**src/rtl/gestor_puertas.sv**
```systemverilog
// Elevator door manager: latches hall/cabin requests, serves the current floor and sequences the door motor.
// Optional macro OBSTACULO_EN enables the door-edge obstruction sensor.
module gestor_puertas #(
  parameter int T_ESPERA = 50,
  parameter int T_MOV    = 200
) (
  input  logic       clk,
  input  logic       reset_n,
  input  logic [9:0] botones,
  input  logic [3:0] estado,
  input  logic       fin_abierta,
  input  logic       fin_cerrada,
  input  logic       obstaculo,
  output logic [9:0] s,
  output logic       esperar,
  output logic [1:0] puerta,
  output logic       falla
);

  typedef enum logic [1:0] {CERRADA, ABRIENDO, ABIERTA, CERRANDO} fase_t;

  localparam logic [9:0] T_MOV_C = 10'(T_MOV);
  localparam logic [7:0] T_ESP_C = 8'(T_ESPERA);

  // All request bits belonging to each floor index (cabin + hall buttons)
  localparam logic [9:0] PISO0 = 10'h041;
  localparam logic [9:0] PISO1 = 10'h086;
  localparam logic [9:0] PISO2 = 10'h118;
  localparam logic [9:0] PISO3 = 10'h220;

  fase_t      st, st_next;
  logic [9:0] cnt_mov, cnt_mov_next, cnt_inc;
  logic [7:0] cnt_esp, cnt_esp_next;
  logic [9:0] s_next, servido;
  logic       falla_next, pulsado, timeout, obst_act;
  logic [1:0] puerta_next;
  logic       esperar_next;

`ifdef OBSTACULO_EN
  assign obst_act = obstaculo;
`else
  logic obst_unused;
  assign obst_act    = 1'b0;
  assign obst_unused = obstaculo;
`endif

  // Requests cleared when the door opens at floor f heading in direction d.
  // The opposite hall call is also taken when nothing is pending further along.
  function automatic logic [9:0] conjunto_servido(input logic [9:0] pend,
                                                  input logic [1:0] f,
                                                  input logic       d);
    logic [9:0] m, opuesto, mas_alla;
    m        = '0;
    opuesto  = '0;
    mas_alla = '0;
    case (f)
      2'd0: m = PISO0;
      2'd1: begin
        m        = d ? 10'h084 : 10'h082;
        opuesto  = d ? 10'h002 : 10'h004;
        mas_alla = d ? (PISO2 | PISO3) : PISO0;
      end
      2'd2: begin
        m        = d ? 10'h110 : 10'h108;
        opuesto  = d ? 10'h008 : 10'h010;
        mas_alla = d ? PISO3 : (PISO0 | PISO1);
      end
      default: m = PISO3;
    endcase
    if ((pend & mas_alla) == '0) m = m | opuesto;
    return m;
  endfunction

  assign servido = conjunto_servido(s, estado[1:0], estado[2]);
  assign pulsado = |(botones & servido);
  assign cnt_inc = (cnt_mov == T_MOV_C) ? cnt_mov : cnt_mov + 10'd1;
  assign timeout = (cnt_inc == T_MOV_C);

  always_comb begin
    st_next      = st;
    cnt_esp_next = cnt_esp;
    falla_next   = falla;
    s_next       = s | botones;
    case (st)
      CERRADA: begin
        if (!estado[3] && |((s | botones) & servido)) st_next = ABRIENDO;
      end
      ABRIENDO: begin
        if (fin_abierta) begin
          st_next = ABIERTA;
        end else if (timeout) begin
          st_next    = ABIERTA;
          falla_next = 1'b1;
        end
        if (st_next != ABRIENDO) s_next = (s | botones) & ~servido;
      end
      ABIERTA: begin
        if (pulsado || obst_act) begin
          cnt_esp_next = T_ESP_C;
        end else if (cnt_esp <= 8'd1) begin
          cnt_esp_next = 8'd0;
          st_next      = CERRANDO;
        end else begin
          cnt_esp_next = cnt_esp - 8'd1;
        end
      end
      CERRANDO: begin
        // Both limit switches high is treated as "not closed"
        if (pulsado || obst_act) begin
          st_next = ABRIENDO;
        end else if (fin_cerrada && !fin_abierta) begin
          st_next = CERRADA;
        end else if (timeout) begin
          st_next    = ABRIENDO;
          falla_next = 1'b1;
        end
      end
      default: st_next = CERRANDO;
    endcase

    if (st_next == ABIERTA && st != ABIERTA) cnt_esp_next = T_ESP_C;
    cnt_mov_next = (st_next != st) ? 10'd0 : cnt_inc;

    case (st_next)
      ABRIENDO: puerta_next = 2'b10;
      CERRANDO: puerta_next = 2'b01;
      default:  puerta_next = 2'b00;
    endcase
    esperar_next = (st_next != CERRADA);
  end

  always_ff @(posedge clk or negedge reset_n) begin
    if (!reset_n) begin
      st      <= CERRANDO;
      s       <= '0;
      falla   <= 1'b0;
      cnt_mov <= '0;
      cnt_esp <= '0;
      puerta  <= 2'b01;
      esperar <= 1'b1;
    end else begin
      st      <= st_next;
      s       <= s_next;
      falla   <= falla_next;
      cnt_mov <= cnt_mov_next;
      cnt_esp <= cnt_esp_next;
      puerta  <= puerta_next;
      esperar <= esperar_next;
    end
  end

endmodule

```
**config.mk**
```make
export PLATFORM = sky130hd
export DESIGN_NAME = gestor_puertas
export DESIGN_NICKNAME = d
export VERILOG_FILES = /design/src/rtl/gestor_puertas.sv
export SDC_FILE = /design/constraint.sdc
export NUM_CORES = 1
export LEC_CHECK = 0
export CAP_MARGIN = 20
export CORE_ASPECT_RATIO = 1.75
export CORE_MARGIN = 2
export CORE_UTILIZATION = 45
export DETAILED_ROUTE_END_ITERATION = 12
export PLACE_DENSITY = 0.71
export SYNTH_ARGS = -nofsm -noshare
export SYNTH_HDL_FRONTEND = slang
export SYNTH_SLANG_ARGS = --single-unit
```
**constraint.sdc**
```tcl
create_clock -name clk -period 2.7 [get_ports clk]
set_input_delay 0.27 -clock clk [delete_from_list [all_inputs] [get_ports clk]]
set_output_delay 0.27 -clock clk [all_outputs]
set_load 0.02 [all_outputs]
```
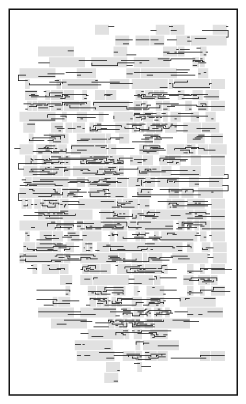
**Above:** run 1 (M1 wires).
Scale: 4 px per µm.
main direction: horizontal
nets with wire on the layer: 294
longest straight run: 19.3 µm
share of all routed wire: 38%
via count: 2068
met1 usage: 22.2%
total routed wirelength: 5570 µm

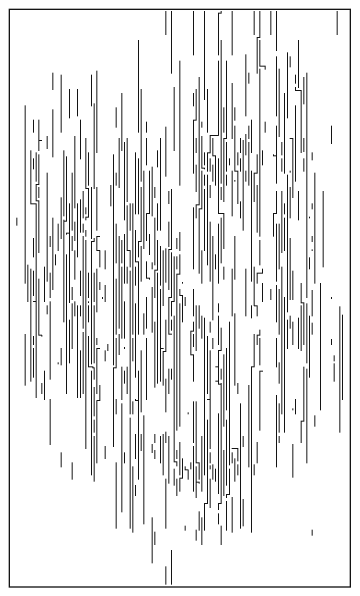
**Above:** run 1 (the metal 2 layer).
Scale: 6 px per µm.
nets with wire on the layer: 292
main direction: vertical
wire length on this layer: 3180 µm
share of all routed wire: 57%

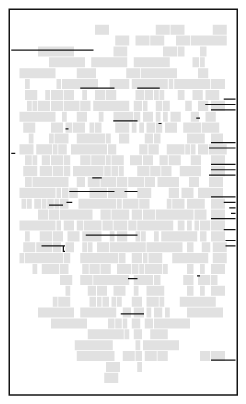
**Above:** run 1 (metal 3).
Scale: 4 px per µm.
nets with wire on the layer: 27
share of all routed wire: 2.9%
wire length on this layer: 164 µm

run 1: timing repair:
action | CTS | global route
setup buffers | 1 | 4
gates resized | 4 | 20
setup endpoints to repair | 4 | 16
pin swaps | 1 | 11
gates cloned | 0 | 0
run 1: power by group through the flow:
stage                     sequential (mW)  clock [mW]  combinational [mW]
final                               0.754       0.396               0.943
after global routing                0.772       0.426                1.04
after CTS                           0.756       0.400               0.839
after detailed placement            0.766           0               0.829
after global placement              0.763           0               0.816
after floorplan                     0.769           0               0.481
run 1: metrics by stage:
stage,setup TNS [ns],setup slack [ns]
after floorplan,0,0.0372
after global placement,-3.16,-0.235
after detailed placement,-4.44,-0.308
after CTS,0,0.0160
after global routing,-0.0675,-0.0373
final,0,0.0815
==> flow_metrics.py, run 1 <==
# Flow results
metrics = {
    "timing": {
        "slew_violations": 0,
        "clock_skew_ns": 0.00670,
        "rsz0062_at_grt": "true",
        "finalClockPeriodUsage_pct": 97.0,
        "setup_violations": 0,
        "fin_crit_ns": 2.62,
    },
    "place": {
        "place_area_um2": 2730,
        "dp_cells": 345,
        "dp_hpwl_um": 4080,
    },
    "layout": {
        "clkCellAreaFrac_pct": 3.09,
        "nFlopsAndLatches": 34,
        "utilization_pct": 63.4,
        "area.combinational_um2": 1320,
        "lay_top_cells": "nor2_1, buf_4, dfrtp_1, clkdlybuf4s50_1, nand2_1",
        "nonClockInverterCount": 12,
        "area_delta_synth_final_pct": 35.8,
        "final-instance-count-excl-fill": 358,
        "buffers": 65,
        "sh_seq_area_pct": 29.0,
        "nonClkBufAreaFrac_pct": 19.6,
        "comb_share_pct": 44.6,
        "nClkBuffers": 7,
    },
    "global_route": {
        "grtUsageMet2_pct": 42.5,
        "use_met3_pct": 3.49,
        "grt_usage_pct": 21.9,
        "grt_pass1_wl_um": 9270,
        "first_global_vias": 2032,
        "antenna_found_initial": 0,
    },
    "synthesis": {
        "fa_ha_area_share_pct": 5.74,
        "syn_inst": 242,
        "top_logic_kind": "simple AND/OR/NAND/NOR gates",
        "yosysSeqAreaShare_pct": 39.3,
        "syn_area_per_cell_um2": 9.00,
        "mux_share_pct": 1.44,
        "ys_warn_count": 0,
        "synthArstFlopShare_pct": 100,
        "syn-num-nets": 271,
        "netlist_area_um2": 2180,
        "yosysTopAreaCellShare_pct": 34.5,
        "synth_cell_type_count": 65,
        "most_common_cell": "nor2_1",
        "ys_sh_xor_pct": 4.42,
        "aoi_share_pct": 20.9,
    },
    "critical_path": {
        "rr_startpoint": "cnt_mov[1]",
        "crit_family": "simple AND/OR/NAND/NOR gates",
        "crit_start": "cnt_mov[1]",
        "cp.depth": 9,
        "rrSetupSlack_ns": 0.08,
        "cp-start-kind": "flip-flop",
        "criticalPathCategory": "reg -> reg",
        "worstSetupEndpoint": "cnt_esp[7]",
        "crit_path_cell_trace": "inv_1, ha_4, nand4_1, or4_4, mux2i_4, nor4_4, a21oi_2, o21a_2, a211o_1",
        "r2r-end": "cnt_esp[7]",
    },
    "clock_network": {
        "clock-root-buffer": "clkbuf_8",
        "clock.latency.late_pin_ns": 0.29,
        "cts_tree": "done",
        "clock_sinks": 34,
        "cts_buffers": 5,
        "postCtsHoldBufs": 0,
    },
    "route": {
        "drc": 0,
        "routed.top_layer": "met4",
        "wl_per_cell_um": 15.6,
    },
    "power_and_ir_drop": {
        "sequentialPowerShare_pct": 36.0,
        "p_clk_share_pct": 18.9,
        "p_per_area_nw_per_um2": 708,
        "internal_power_mw": 1.30,
        "power.total_mw": 2.09,
        "netSwitchingPower_mw": 0.793,
        "p_leak_nw": 1.21,
    },
    "floorplanning": {
        "fp_util_pct": 46.7,
        "coreArea_um2": 4670,
        "taps": 52,
        "fp-row-count": 33,
        "fp.dieW_um": 56.6,
    },
    "run_status": {
        "outcome": "completed",
    },
}
**Run 1: routing congestion**

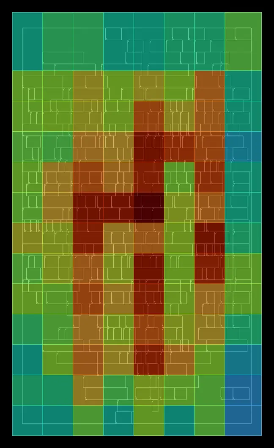

--- run 2 (diff from run 1) ---
- clock period: 2.7 -> 2.4 ns (I/O delays scaled with it)
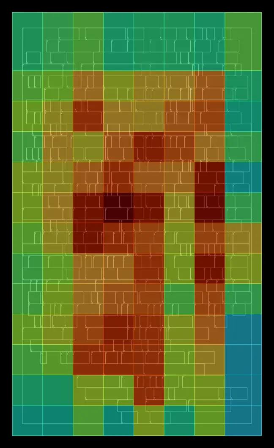
**Above:** run 2 (routing congestion).
met1 usage: 22.2%
final core occ: 72.5%
met3 GRT Util: 2.28%
total track usage: 23.1%

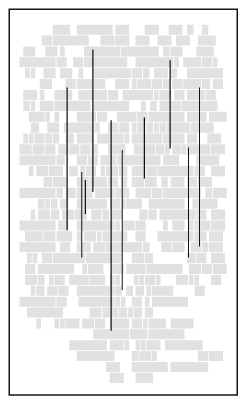
**Above:** run 2 (metal 4).
Scale: 4 px per µm.
nets with wire on the layer: 10
longest straight run: 52.4 µm
main direction: vertical

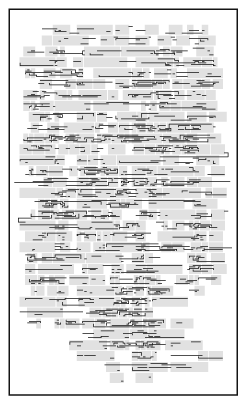
**Above:** run 2 (M1 wires).
Scale: 4 px per µm.
wire length on this layer: 2230 µm
nets with wire on the layer: 317
total routed wirelength: 6570 µm
via count: 2211

==> run 2 against run 1 <==
  * The run now ends with negative setup slack left
  * Synthesized cell count unchanged
  * Critical path depth shrank 1
  * Non-clock buffer count is 23 higher
  * Area after synthesis did not move
  * Combinational power is 46% higher
  * Die size did not move
  * Clock-buffer cell count down 1
  * Setup slack got worse by 0.33 ns
  * Largest power group unchanged
==> flow_metrics.py, run 2 <==
# Flow results
metrics = {
    "run_status": {
        "outcome": "complete, but fails checks",
        "violations": "negative setup slack",
    },
    "global_route": {
        "first_global_vias": 2207,
        "grt_pass1_wl_um": 9740,
    },
    "timing": {
        "slew_violations": 0,
        "finalClockPeriodUsage_pct": 110,
        "clock_skew_ns": 0.00496,
        "fin_tns_setup_ns": -3.03,
        "rsz0062_at_grt": "true",
        "fin_crit_ns": 2.65,
        "worst_slack_ns": -0.247,
        "setup_violations": 32,
    },
    "layout": {
        "area.combinational_um2": 1510,
        "sh_seq_area_pct": 25.5,
        "lay_top_cells": "buf_4, nor2_1, clkdlybuf4s50_1, dfrtp_1, nand2_1",
        "nClkBuffers": 6,
        "buffers": 88,
        "area_delta_synth_final_pct": 55.4,
        "nFlopsAndLatches": 34,
        "clkCellAreaFrac_pct": 4.21,
    },
    "clock_network": {
        "cts_tree": "done",
        "clock-root-buffer": "clkbuf_8",
        "cts_buffers": 5,
    },
    "synthesis": {
        "fa_ha_area_share_pct": 5.74,
        "yosysTopAreaCellShare_pct": 34.5,
        "syn_inst": 242,
        "synth_cell_type_count": 65,
        "ys_warn_count": 0,
        "ys_sh_xor_pct": 4.42,
        "aoi_share_pct": 20.9,
        "syn-num-nets": 271,
    },
    "power_and_ir_drop": {
        "power_leader": "combinational logic",
    },
    "critical_path": {
        "rr_startpoint": "cnt_mov[9]",
        "crit_start": "cnt_mov[9]",
        "criticalPathCategory": "reg -> reg",
    },
    "place": {
        "post-place-ws_ns": -0.635,
    },
    "floorplanning": {
        "fp-row-count": 33,
        "taps": 52,
    },
}
## run 2: netlist changes by cell type in the layout (fill, tap and decap cells not counted), sizes merged
cell	before	now
clkdlybuf4s50	29	28
clkinv	1	0
bufinv	0	2
clkbuf	7	8
dlygate4sd2	1	0
buf	34	57
## run 2: layer usage
metal	track usage, %	up-vias	wire length, µm
met5	0	-	0
met4	11.9	0	290
met3	2.28	23	179
met2	46.9	50	3870
met1	22.2	1078	2230
li1	-	1060	-
## run 2: metrics by stage
step | std cells | utilization, %
floorplan | 242 | -
global placement | 370 | 63.8
detailed placement | 370 | 63.8
CTS | 379 | 67.8
global route | 381 | 72.5
finish | 381 | 72.5
Power is estimated from default activity; no workload was simulated.
